==> run_1/sizes.png <==
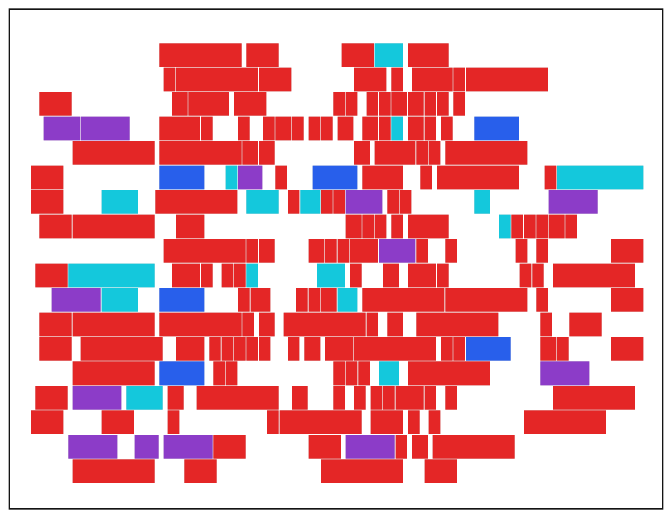
==> run_1/clk_routes.png <==
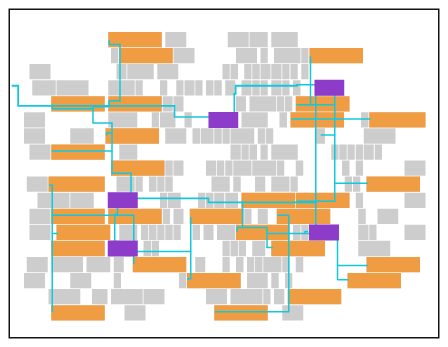
==> run_1/placement_by_type.png <==
Scale bar: 20 um.
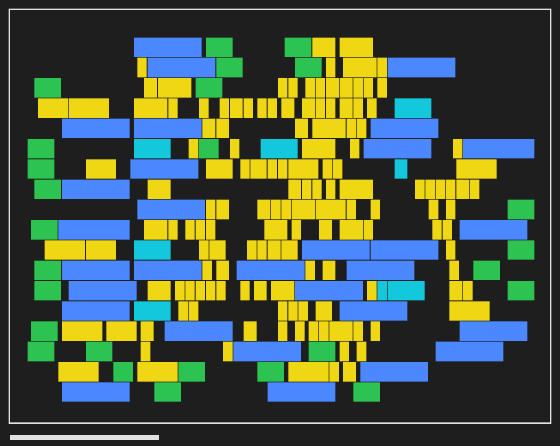
<file path="src/rtl/clk_div_ctrl_pkg.sv">
// ----------------------------------------------------------------------------
// clk_div_ctrl_pkg : shared FSM encoding and default sizing for clk_div_ctrl
// Rev 1.0
// ----------------------------------------------------------------------------
`default_nettype none

package clk_div_ctrl_pkg;

  localparam int unsigned c_CNT_W        = 8;
  localparam int unsigned c_DEFAULT_HALF = 9;

  typedef enum logic [1:0] {
    IDLE     = 2'd0,
    RUN      = 2'd1,
    STOPPING = 2'd2
  } state_e;

endpackage

`default_nettype wire

</file>
<file path="src/rtl/clk_div_ctrl_if.sv">
// ----------------------------------------------------------------------------
// clk_div_ctrl_if : run/stop, ratio handshake and divided-clock status bundle
// Rev 1.0
// ----------------------------------------------------------------------------
`default_nettype none

interface clk_div_ctrl_if
  import clk_div_ctrl_pkg::*;
#(
  parameter int unsigned CNT_W = c_CNT_W
);

  logic             en;
  logic             cfg_valid;
  logic [CNT_W-1:0] cfg_half;
  logic             cfg_ready;
  logic             clk_div;
  logic             tick_rise;
  logic             tick_fall;
  logic             busy;
  logic [CNT_W-1:0] cur_half;

  modport master (
    output en, cfg_valid, cfg_half,
    input  cfg_ready, clk_div, tick_rise, tick_fall, busy, cur_half
  );

  modport slave (
    input  en, cfg_valid, cfg_half,
    output cfg_ready, clk_div, tick_rise, tick_fall, busy, cur_half
  );

endinterface

`default_nettype wire

</file>
<file path="src/rtl/clk_div_ctrl_core.sv">
// ----------------------------------------------------------------------------
// clk_div_ctrl_core : half-period counter, toggle flop, edge ticks, ratio load
// Rev 1.0
// ----------------------------------------------------------------------------
`default_nettype none

module clk_div_ctrl_core #(
  parameter int unsigned CNT_W        = 8,
  parameter int unsigned DEFAULT_HALF = 9
) (
  input  wire logic             clk,
  input  wire logic             reset_n,
  input  wire logic             count_i,
  input  wire logic             clear_i,
  input  wire logic             load_i,
  input  wire logic [CNT_W-1:0] load_val_i,
  output logic                  term_o,
  output logic                  clk_div_o,
  output logic                  tick_rise_o,
  output logic                  tick_fall_o,
  output logic [CNT_W-1:0]      cur_half_o
);

  logic [CNT_W-1:0] cnt_q, cnt_d;
  logic [CNT_W-1:0] half_q, half_d;
  logic             clk_div_q, clk_div_d;
  logic             rise_q, rise_d;
  logic             fall_q, fall_d;
  logic             toggle;

  assign term_o = (cnt_q == half_q);

  always_comb begin
    toggle    = count_i & term_o;
    cnt_d     = cnt_q;
    if (clear_i) begin
      cnt_d = '0;
    end else if (count_i) begin
      cnt_d = term_o ? '0 : cnt_q + CNT_W'(1);
    end
    clk_div_d = clk_div_q ^ toggle;
    rise_d    = toggle & ~clk_div_q;
    fall_d    = toggle & clk_div_q;
    // Loads are only requested while cnt restarts at 0, so cnt never passes half
    half_d    = load_i ? load_val_i : half_q;
  end

  always_ff @(posedge clk or negedge reset_n) begin
    if (!reset_n) begin
      cnt_q     <= '0;
      half_q    <= CNT_W'(DEFAULT_HALF);
      clk_div_q <= 1'b0;
      rise_q    <= 1'b0;
      fall_q    <= 1'b0;
    end else begin
      cnt_q     <= cnt_d;
      half_q    <= half_d;
      clk_div_q <= clk_div_d;
      rise_q    <= rise_d;
      fall_q    <= fall_d;
    end
  end

  assign clk_div_o   = clk_div_q;
  assign tick_rise_o = rise_q;
  assign tick_fall_o = fall_q;
  assign cur_half_o  = half_q;

endmodule

`default_nettype wire

</file>
<file path="src/rtl/clk_div_ctrl.sv">
// ----------------------------------------------------------------------------
// clk_div_ctrl : run/stop FSM and ratio-update handshake around the divider core
// Rev 1.0
// ----------------------------------------------------------------------------
`default_nettype none

module clk_div_ctrl
  import clk_div_ctrl_pkg::*;
#(
  parameter int unsigned CNT_W        = c_CNT_W,
  parameter int unsigned DEFAULT_HALF = c_DEFAULT_HALF
) (
  input  wire logic     clk,
  input  wire logic     reset_n,
  clk_div_ctrl_if.slave bus
);

  state_e           state_q, state_d;
  logic             pend_valid_q, pend_valid_d;
  logic [CNT_W-1:0] pend_q, pend_d;

  logic             term;
  logic             clk_div_w;
  logic             count;
  logic             clear;
  logic             load;
  logic             post_div;
  logic             boundary;
  logic             xfer;

  always_comb begin
    state_d  = state_q;
    count    = 1'b0;
    clear    = 1'b0;
    // Stop decisions look at clk_div as it will be after this cycle's toggle
    post_div = clk_div_w ^ (term & (state_q != IDLE));
    unique case (state_q)
      IDLE: begin
        clear = 1'b1;
        if (bus.en) state_d = RUN;
      end
      RUN: begin
        count = 1'b1;
        if (!bus.en) begin
          if (post_div) begin
            state_d = STOPPING;
          end else begin
            state_d = IDLE;
            clear   = 1'b1;
          end
        end
      end
      STOPPING: begin
        count = 1'b1;
        if (bus.en)        state_d = RUN;
        else if (!post_div) state_d = IDLE;
      end
      default: begin
        state_d = IDLE;
        clear   = 1'b1;
      end
    endcase

    boundary     = count & term & clk_div_w;
    load         = pend_valid_q & ((state_q == IDLE) | boundary);
    xfer         = bus.cfg_valid & ~pend_valid_q;
    pend_valid_d = pend_valid_q;
    pend_d       = pend_q;
    if (xfer) begin
      pend_valid_d = 1'b1;
      pend_d       = bus.cfg_half;
    end else if (load) begin
      pend_valid_d = 1'b0;
    end
  end

  always_ff @(posedge clk or negedge reset_n) begin
    if (!reset_n) begin
      state_q      <= IDLE;
      pend_valid_q <= 1'b0;
      pend_q       <= '0;
    end else begin
      state_q      <= state_d;
      pend_valid_q <= pend_valid_d;
      pend_q       <= pend_d;
    end
  end

  clk_div_ctrl_core #(
    .CNT_W        (CNT_W),
    .DEFAULT_HALF (DEFAULT_HALF)
  ) u_core (
    .clk         (clk),
    .reset_n     (reset_n),
    .count_i     (count),
    .clear_i     (clear),
    .load_i      (load),
    .load_val_i  (pend_q),
    .term_o      (term),
    .clk_div_o   (clk_div_w),
    .tick_rise_o (bus.tick_rise),
    .tick_fall_o (bus.tick_fall),
    .cur_half_o  (bus.cur_half)
  );

  assign bus.clk_div   = clk_div_w;
  assign bus.cfg_ready = ~pend_valid_q;
  assign bus.busy      = (state_q != IDLE);

endmodule

`default_nettype wire

</file>
<file path="src/flat_wrapper.sv">
// flat-port wrapper written by rule: the top's interface ports become plain ports
module clk_div_ctrl_flat import clk_div_ctrl_pkg::*;
#(
  parameter int unsigned CNT_W        = c_CNT_W,
  parameter int unsigned DEFAULT_HALF = c_DEFAULT_HALF
)
  (clk, reset_n, bus_en, bus_cfg_valid, bus_cfg_half, bus_cfg_ready, bus_clk_div, bus_tick_rise, bus_tick_fall, bus_busy, bus_cur_half);
  clk_div_ctrl_if #(.CNT_W(CNT_W)) bus_i ();
  input  wire logic clk;
  input  wire logic reset_n;
  input wire logic [$bits(bus_i.en)-1:0] bus_en;
  input wire logic [$bits(bus_i.cfg_valid)-1:0] bus_cfg_valid;
  input wire logic [$bits(bus_i.cfg_half)-1:0] bus_cfg_half;
  output wire logic [$bits(bus_i.cfg_ready)-1:0] bus_cfg_ready;
  output wire logic [$bits(bus_i.clk_div)-1:0] bus_clk_div;
  output wire logic [$bits(bus_i.tick_rise)-1:0] bus_tick_rise;
  output wire logic [$bits(bus_i.tick_fall)-1:0] bus_tick_fall;
  output wire logic [$bits(bus_i.busy)-1:0] bus_busy;
  output wire logic [$bits(bus_i.cur_half)-1:0] bus_cur_half;
  assign bus_i.en = bus_en;
  assign bus_i.cfg_valid = bus_cfg_valid;
  assign bus_i.cfg_half = bus_cfg_half;
  assign bus_cfg_ready = bus_i.cfg_ready;
  assign bus_clk_div = bus_i.clk_div;
  assign bus_tick_rise = bus_i.tick_rise;
  assign bus_tick_fall = bus_i.tick_fall;
  assign bus_busy = bus_i.busy;
  assign bus_cur_half = bus_i.cur_half;
  clk_div_ctrl #(.CNT_W(CNT_W), .DEFAULT_HALF(DEFAULT_HALF)) u_core (.clk(clk), .reset_n(reset_n), .bus(bus_i));
endmodule
</file>
<file path="config.mk">
export PLATFORM = sky130hd
export DESIGN_NAME = clk_div_ctrl_flat
export DESIGN_NICKNAME = d
export VERILOG_FILES = /design/src/rtl/clk_div_ctrl_pkg.sv /design/src/rtl/clk_div_ctrl_if.sv /design/src/rtl/clk_div_ctrl_core.sv /design/src/rtl/clk_div_ctrl.sv /design/src/flat_wrapper.sv
export SDC_FILE = /design/constraint.sdc
export NUM_CORES = 1
export LEC_CHECK = 0
export ABC_AREA = 1
export CORE_ASPECT_RATIO = 0.75
export CORE_MARGIN = 2
export CORE_UTILIZATION = 45
export DETAILED_ROUTE_END_ITERATION = 12
export MAX_ROUTING_LAYER = met4
export PLACE_DENSITY = 0.69
export SYNTH_ARGS = -nofsm -noshare
export SYNTH_HDL_FRONTEND = slang
export SYNTH_HIERARCHICAL = 1
export SYNTH_SLANG_ARGS = --single-unit
</file>
<file path="constraint.sdc">
create_clock -name clk -period 3.13 [get_ports clk]
set_input_delay 0.7825 -clock clk [delete_from_list [all_inputs] [get_ports clk]]
set_output_delay 0.7825 -clock clk [all_outputs]
set_load 0.01 [all_outputs]
</file>
==> Slide: Implementation Results, run 1 <==
Physical Implementation Snapshot

Setup path
  – Critical R2R Capture: u_core/u_core/cnt_q[3]
  – Critical path class: flop to output pin
  – WP buf/inv: 3
  – Max stage delay cell, worst path: clkdlybuf4s50_1
  – Worst EP arrival: 1600 ps
  – Crit-path leading delay family: buffers and inverters
  – WP depth: 4
  – Setup crit start kind: flop
  – CP peak stage delay: 540 ps
  – R2r setup slk: 790 ps
  – CP required: 2350 ps

STA
  – Rel. slew slack: 0.681
  – Max Slew Vio Count: 0
  – Fin crit share: 0.761
  – # setup viols final: 0
  – RSZ-0062 raised after global routing: no
  – Final hold vios: 0

Global route
  – Initial antenna violation count: 0
  – Total gr overflow: 0

Final layout
  – Final std cells w/o fill: 247
  – Ratio of cells with drive above 1 in the final layout: 0.169
  – Fin area: 0.00197 mm^2
  – Area Overhead vs Synth: 24.9%
  – Logic area: 722 um^2
  – FF/Latch Area: 753 um^2

Floorplanning
  – Pre-Place Util: 0.474
  – Row cnt: 18
  – CORE AREA: 0.00333 mm^2
  – Die X: 72.4 um
  – Die Size: 0.00401 mm^2
  – I/O Pins: 25

Synthesis
  – Syn Nets: 193
  – Synthesis area per yosys: 0.00158 mm^2
  – Post-Synth AOI/OAI Area: 0.0428
  – Multiplexer share: 0.0974
  – Post-synth top area share: 0.443
  – Dominant register cell: dfrtp_1
  – Syn avg cell area: 9.08 um^2
  – Post-synth EDFFs: 0
  – Synth Instances: 174
  – Distinct lib cells: 23
  – Dominant combinational family: simple AND/OR/NAND/NOR gates
  – Cell area after synthesis: 0.00158 mm^2
  – XOR/XNOR Area Share: 0.0388
  – Commonest cells post-synth: nand2_1 (48), dfrtp_1 (28), inv_1 (23)

Clock tree
  – Clock root buffer master: clkbuf_8
  – Clock Sink Count: 30
  – Worst-path clk slew: 60 ps
  – H-tree depth: 2
  – Hold_buf cts: 0

Pwr
  – Sequential Power Share: 0.359
  – P_leak: 0.986 nW
  – P_sw: 0.704 mW
  – Combinational fraction of design power: 0.471

Placed design
  – Placer congestion estimate: 0.804
  – I/O Buffers: 24
  – Dpl cells: 239
  – Placed instance area: 0.00188 mm^2

Drt
  – Vias per std cell: 4.85
  – First-pass DRT Iterations: 4
  – WL final: 3050 um

Status
  – Outcome: completed

Run
  – Max-Cap Viols: 0
About sizes.png:
| size | color | cells | share | most used |
|---|---|---|---|---|
| _6 and larger | blue | 6 | 2.9% | clkbuf_8 |
| _0 and _1 cells | red | 172 | 83% | nand2_1 |
| _2 cells | cyan | 16 | 7.7% | inv_2 |
| _3 and _4 cells | purple | 13 | 6.3% | mux2_4 |

About clk_routes.png:
[clock wires] cyan | length: 389 um
[flip-flops] orange | count: 30
[clock drivers] purple | count: 5
routed clock nets: 6
P_clk: 0.314 mW
Late-Pin Clk Latency: 280 ps

About placement_by_type.png:
| class | color | cells | share of their area |
|---|---|---|---|
| clock drivers and dummy loads | cyan | 8 | 4.7% |
| remaining buffers and delay cells | green | 26 | 13% |
| sequential cells | blue | 30 | 39% |
| combinational and other logic | yellow | 143 | 43% |

run 1: worst min-delay path, cell delays in order, from the launching register on:
cell and delay (ps):
dfrtp_1 340, nand2_1 50, o21ai_0 60
run 1: registers in the layout, summed over array words and instances (netlist names):
| register | flops |
|---|---|
| u_core/u_core/cnt_q | 8 |
| u_core/u_core/clk_div_o | 1 |
| u_core/u_core/tick_rise_o | 1 |
| u_core/u_core/tick_fall_o | 1 |
| u_core/pend_q | 8 |
| u_core/pend_valid_q | 1 |
| u_core/u_core/cur_half_o | 8 |
| u_core/state_q | 2 |
run 1: cell usage in the layout, fill, tap and decap left out:
master           instances
clkbuf_8                 6
xor2_1                   4
a21oi_1                  2
nor2_1                  10
nand3_2                  1
mux2_2                   3
o21ai_1                  1
inv_1                   23
nand2_2                  2
ha_1                     7
nor2_2                   1
mux2_4                   8
dfrtp_1                 28
o21ai_2                  2
inv_2                    4
buf_4                    2
clkinv_2                 1
o21ai_0                  7
xnor2_1                  3
nor2_4                   2
clkdlybuf4s50_1         24
nand4_1                  1
dfstp_2                  2
nand3_1                 13
clkbuf_1                 1
nand2_4                  1
nand2_1                 48
run 1: routing by layer:
layer | vias up | GRT usage | share of wire
met2 | 28 | 0.260 | 0.46
li1 | 605 | - | -
met3 | 0 | 0.0602 | 0.051
met4 | 0 | 0.0476 | 0
met5 | - | - | 0
met1 | 564 | 0.228 | 0.49
run 1: stage by stage:
stage | power [mW] | setup slack [ps]
after global routing | 2.00 | 485
after CTS | 1.87 | 733
after global placement | 1.50 | 805
final | 1.85 | 748
after detailed placement | 1.54 | 733
after floorplan | 1.23 | 1010
run 1: worst min-delay path by stage:
stage                startpoint  slack, ps  cells after the start                     endpoint
3_3_place_gp   u_core/pend_q[5]        470                      2  u_core/u_core/cur_half_o[5]
5_1_grt        u_core/pend_q[5]        530                      2  u_core/u_core/cur_half_o[5]
6_report       u_core/pend_q[4]        490                      2  u_core/u_core/cur_half_o[4]
3_5_place_dp   u_core/pend_q[5]        490                      2  u_core/u_core/cur_half_o[5]
4_1_cts        u_core/pend_q[4]        490                      2  u_core/u_core/cur_half_o[4]
2_1_floorplan  u_core/pend_q[1]        450                      2  u_core/u_core/cur_half_o[1]
run 1: power by group through the flow:
stage | sequential [mW] | clock, mW | combinational, mW
after detailed placement | 0.669 | 0 | 0.873
after global placement | 0.660 | 0 | 0.842
after floorplan | 0.672 | 0 | 0.556
after CTS | 0.664 | 0.326 | 0.880
after global routing | 0.685 | 0.340 | 0.972
final | 0.665 | 0.314 | 0.870
run 1: cell families (layout without fill, tap and decap cells):
| group | after synthesis | after routing |
|---|---|---|
| AOI/OAI and AO/OA | 12 | 12 |
| xor gates and xnor gates | 7 | 7 |
| adders and majority gates | 7 | 7 |
| buffers and inverters | 28 | 61 |
| DFF | 30 | 30 |
| muxes | 11 | 11 |
| and+or+nand+nor | 79 | 79 |
run 1: layout make-up:
class                      instances  share of cell area
timing repair buffer              26               0.129
multi-input combinational        116               0.366
tap                               40              0.0254
clock buffer                       7              0.0438
inverter                          27              0.0514
clock inverter                     1             0.00254
sequential                        30               0.382
==> run 1 -> run 2 <==
- PLACE_DENSITY: 0.69 -> 0.71
- clock period: 3.13 -> 2.07 ns (I/O delays scaled with it)
==> run_2/clk_routes.png <==
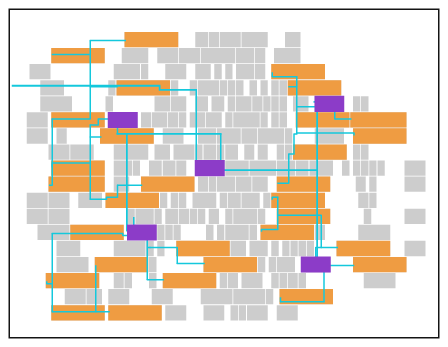
[flip-flops] orange | count: 30
[clock wires] cyan | length: 398 um
[clock drivers] purple | count: 5
routed clock nets: 6

==> run_2/placement_by_type.png <==
Scale bar: 20 um.
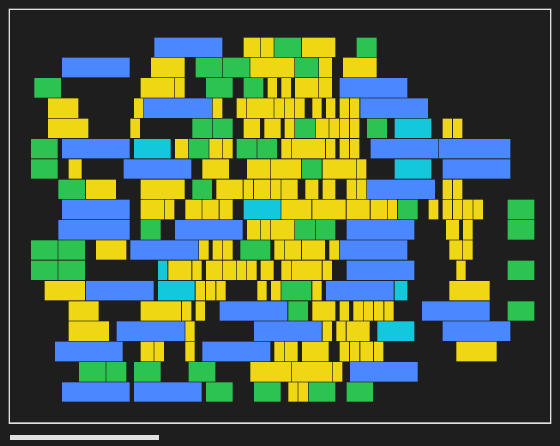
| class | color | cells | share of their area |
|---|---|---|---|
| clock drivers and dummy loads | cyan | 8 | 4.3% |
| sequential cells | blue | 30 | 36% |
| combinational and other logic | yellow | 143 | 42% |
| remaining buffers and delay cells | green | 43 | 18% |
row cnt: 18
fin area: 0.00217 mm^2
final core utilization: 0.650

==> run 2 against run 1 <==
Against the previous run: clock-buffer cell count did not move; sequential share of layout area shrank 3.4 points; worst hold slack worse by 1.6 ps; critical path type is now flop to flop; critical endpoint is now u_core/u_core/cnt_q[3].
==> Slide: Implementation Results, run 2 <==
Physical Implementation Snapshot

STA
  – Fin crit share: 0.997
  – Final hold vios: 0 (unchanged)
  – Final Hold Slack: 484 ps
  – Max Slew Vio Count: 0 (unchanged)
  – Final WS setup: 6.07 ps (-742 ps)
  – Rel. slew slack: 0.754 (+0.0735)
  – # setup viols final: 0 (unchanged)
  – RSZ-0062 raised after global routing: yes
  – Fmax: 485 MHz

Drt
  – DR vias: 1311
  – Vias per std cell: 4.97 (+2.5%)
  – First-pass DRT Iterations: 4 (unchanged)
  – WL final: 3390 um (+11%)
  – Initial drt markers: 94
  – DRC violations left: 0
  – Post-route ant nets: 0
  – DR WL/cell: 12.9 um

Final layout
  – Final std cells w/o fill: 264 (+6.9%)
  – Most numerous logic cell after layout: nand2_1
  – Area Overhead vs Synth: 37.1%
  – # diodes: 0
  – Final nets: 242
  – Ratio of cells with drive above 1 in the final layout: 0.299 (+0.130)
  – Most numerous logic cells after layout: nand2_1 (44), dfrtp_1 (28), clkdlybuf4s50_1 (23)
  – # fillers: 271

Floorplanning
  – Die height: 55.3 um
  – I/O Pins: 25 (unchanged)
  – Die Size: 0.00401 mm^2 (unchanged)
  – CORE AREA: 0.00333 mm^2 (unchanged)
  – Pre-Place Util: 0.474 (unchanged)
  – Die X: 72.4 um (unchanged)

Pwr
  – Sequential Power Share: 0.316 (-0.043)
  – Combinational fraction of design power: 0.533 (+0.062)
  – P_leak: 1.08 nW (+9.6%)
  – P_sw: 1.20 mW (+71%)
  – Max VDD drop: 0.934 mV
  – Cell Pwr Density: 1460 mW/mm^2
  – Clk pwr share: 0.151
  – Total power: 3.16 mW (+71%)

Placed design
  – I/O Buffers: 24 (unchanged)
  – Dpl cells: 245 (+2.5%)
  – Placed instance area: 0.00193 mm^2 (+2.4%)
  – Pre-CTS setup slack: -112 ps (-845 ps)
  – Dpl hpwl: 2280 um
  – Placer congestion estimate: 0.820 (+2.0%)

Synthesis
  – Commonest cells post-synth: nand2_1 (48), dfrtp_1 (28), inv_1 (23)
  – Yosys top cell by instances: nand2_1
  – Post-synth EDFFs: 0 (unchanged)
  – Syn Nets: 193 (unchanged)
  – Synth Seq Share: 0.477
  – Cell area after synthesis: 0.00158 mm^2 (unchanged)
  – Post-synth top area share: 0.443 (unchanged)
  – Synthesis area per yosys: 0.00158 mm^2 (unchanged)
  – XOR/XNOR Area Share: 0.0388 (unchanged)
  – Area fraction in full adders, half adders and majority gates: 0.0554
  – Flops after synth: 30
  – Synth Instances: 174 (unchanged)
  – Dominant combinational family: simple AND/OR/NAND/NOR gates
  – Area leader, netlist: dfrtp_1
  – Distinct lib cells: 23 (unchanged)
  – Dominant register cell: dfrtp_1
  – Syn avg cell area: 9.08 um^2 (unchanged)
  – Cell count listed in synth_stat.txt: 174
  – FFs w/ async S/R, synth: 1.00
  – Post-Synth AOI/OAI Area: 0.0428 (unchanged)
  – Multiplexer share: 0.0974 (unchanged)

Setup path
  – WP buf/inv: 2 (-1)
  – Crit-path leading delay family: simple AND/OR/NAND/NOR gates
  – R2r setup slk: 6 ps (-780 ps)
  – Crit path cell chain: nand2_1, nand2_1, nand2_1, nor2_2, nand2_2, inv_2, nand2_2, nand2_2, nand2_2, nand3_2, o21ai_4, nor2_4, inv_2, nand2_2, xor2_1, nor2_1
  – Setup crit start kind: flop
  – Type of element capturing the critical path: flop
  – Critical path class: flop to flop
  – Worst EP arrival: 2230 ps (+630 ps)
  – CP required: 2240 ps (-110 ps)
  – Max stage delay cell, worst path: dfstp_2
  – CP peak stage delay: 540 ps (about the same)

Global route
  – Total track usage: 0.179
  – First-pass GRT wire length: 5420 um
  – Total gr overflow: 0 (unchanged)
  – Initial antenna violation count: 0 (unchanged)

Clock tree
  – Num CTS Buffers: 5
  – Clock Sink Count: 30 (unchanged)
  – H-tree depth: 2 (unchanged)
  – Clock root buffer master: clkbuf_8
  – CTS tree: yes
  – Clock buffer depth: 2
  – Late-Pin Clk Latency: 280 ps (about the same)
  – Worst-path clk slew: 60 ps (about the same)

Status
  – Outcome: completed

Run
  – Max-Cap Viols: 0 (unchanged)
  – Tool Warnings: 31

Hold path
  – HP Class: flop to flop
run 2: tightest hold or removal path, cell delays in order, from the launching register on:
cell     delay (ps)
dfrtp_1         340
nand2_1          50
o21ai_0          60
run 2: cell type report:
type	count	area (um^2)	area share
clock inverter	1	5.00	0.00231
clock buffer	7	86.3	0.0398
sequential	30	753	0.348
timing repair buffer	43	389	0.180
tap	40	50.0	0.0231
multi-input combinational	116	782	0.361
inverter	27	101	0.0468
run 2: kinds of logic (layout without fill, tap and decap cells):
family / Yosys count / in the layout
AOI/OAI and AO/OA: 12 / 12
and+or+nand+nor: 79 / 79
muxes: 11 / 11
adders and majority gates: 7 / 7
buffers and inverters: 28 / 78
DFF: 30 / 30
xor gates and xnor gates: 7 / 7
run 2: metal layers:
metal	routed length, um	track usage	vias up
met5	0	-	-
met2	1560	0.260	50
li1	-	-	642
met3	189	0.0493	7
met4	57	0.0714	0
met1	1580	0.238	612
run 2: final timing paths:
check | startpoint | to | cells past startpoint
setup reg to reg | u_core/u_core/cur_half_o[0] | u_core/u_core/cnt_q[3] | 16
setup / recovery | u_core/u_core/cur_half_o[0] | u_core/u_core/cnt_q[3] | 16
hold / removal | u_core/pend_q[5] | u_core/u_core/cur_half_o[5] | 2
hold reg to reg | u_core/pend_q[5] | u_core/u_core/cur_half_o[5] | 2
min in group asynchronous | reset_n | u_core/pend_q[3] | 2
max in group asynchronous | reset_n | u_core/u_core/cur_half_o[0] | 2
run 2: power by group through the flow:
stage	Sequential (mW)	Combinational [mW]	Clock, mW
finish	1.00	1.69	0.478
global route	1.03	1.84	0.522
CTS	0.998	1.49	0.489
detailed placement	1.01	1.39	0
global placement	0.996	1.35	0
floorplan	1.02	0.842	0
run 2: timing repair:
action | CTS | global route
setup buffers | 5 | 6
gates cloned | 0 | 0
hold buffers | 0 | 0
setup endpoints to repair | 6 | 8
gates resized | 3 | 17
pin swaps | 2 | 13
No activity file was given, so power comes from the tool's default toggle rates.
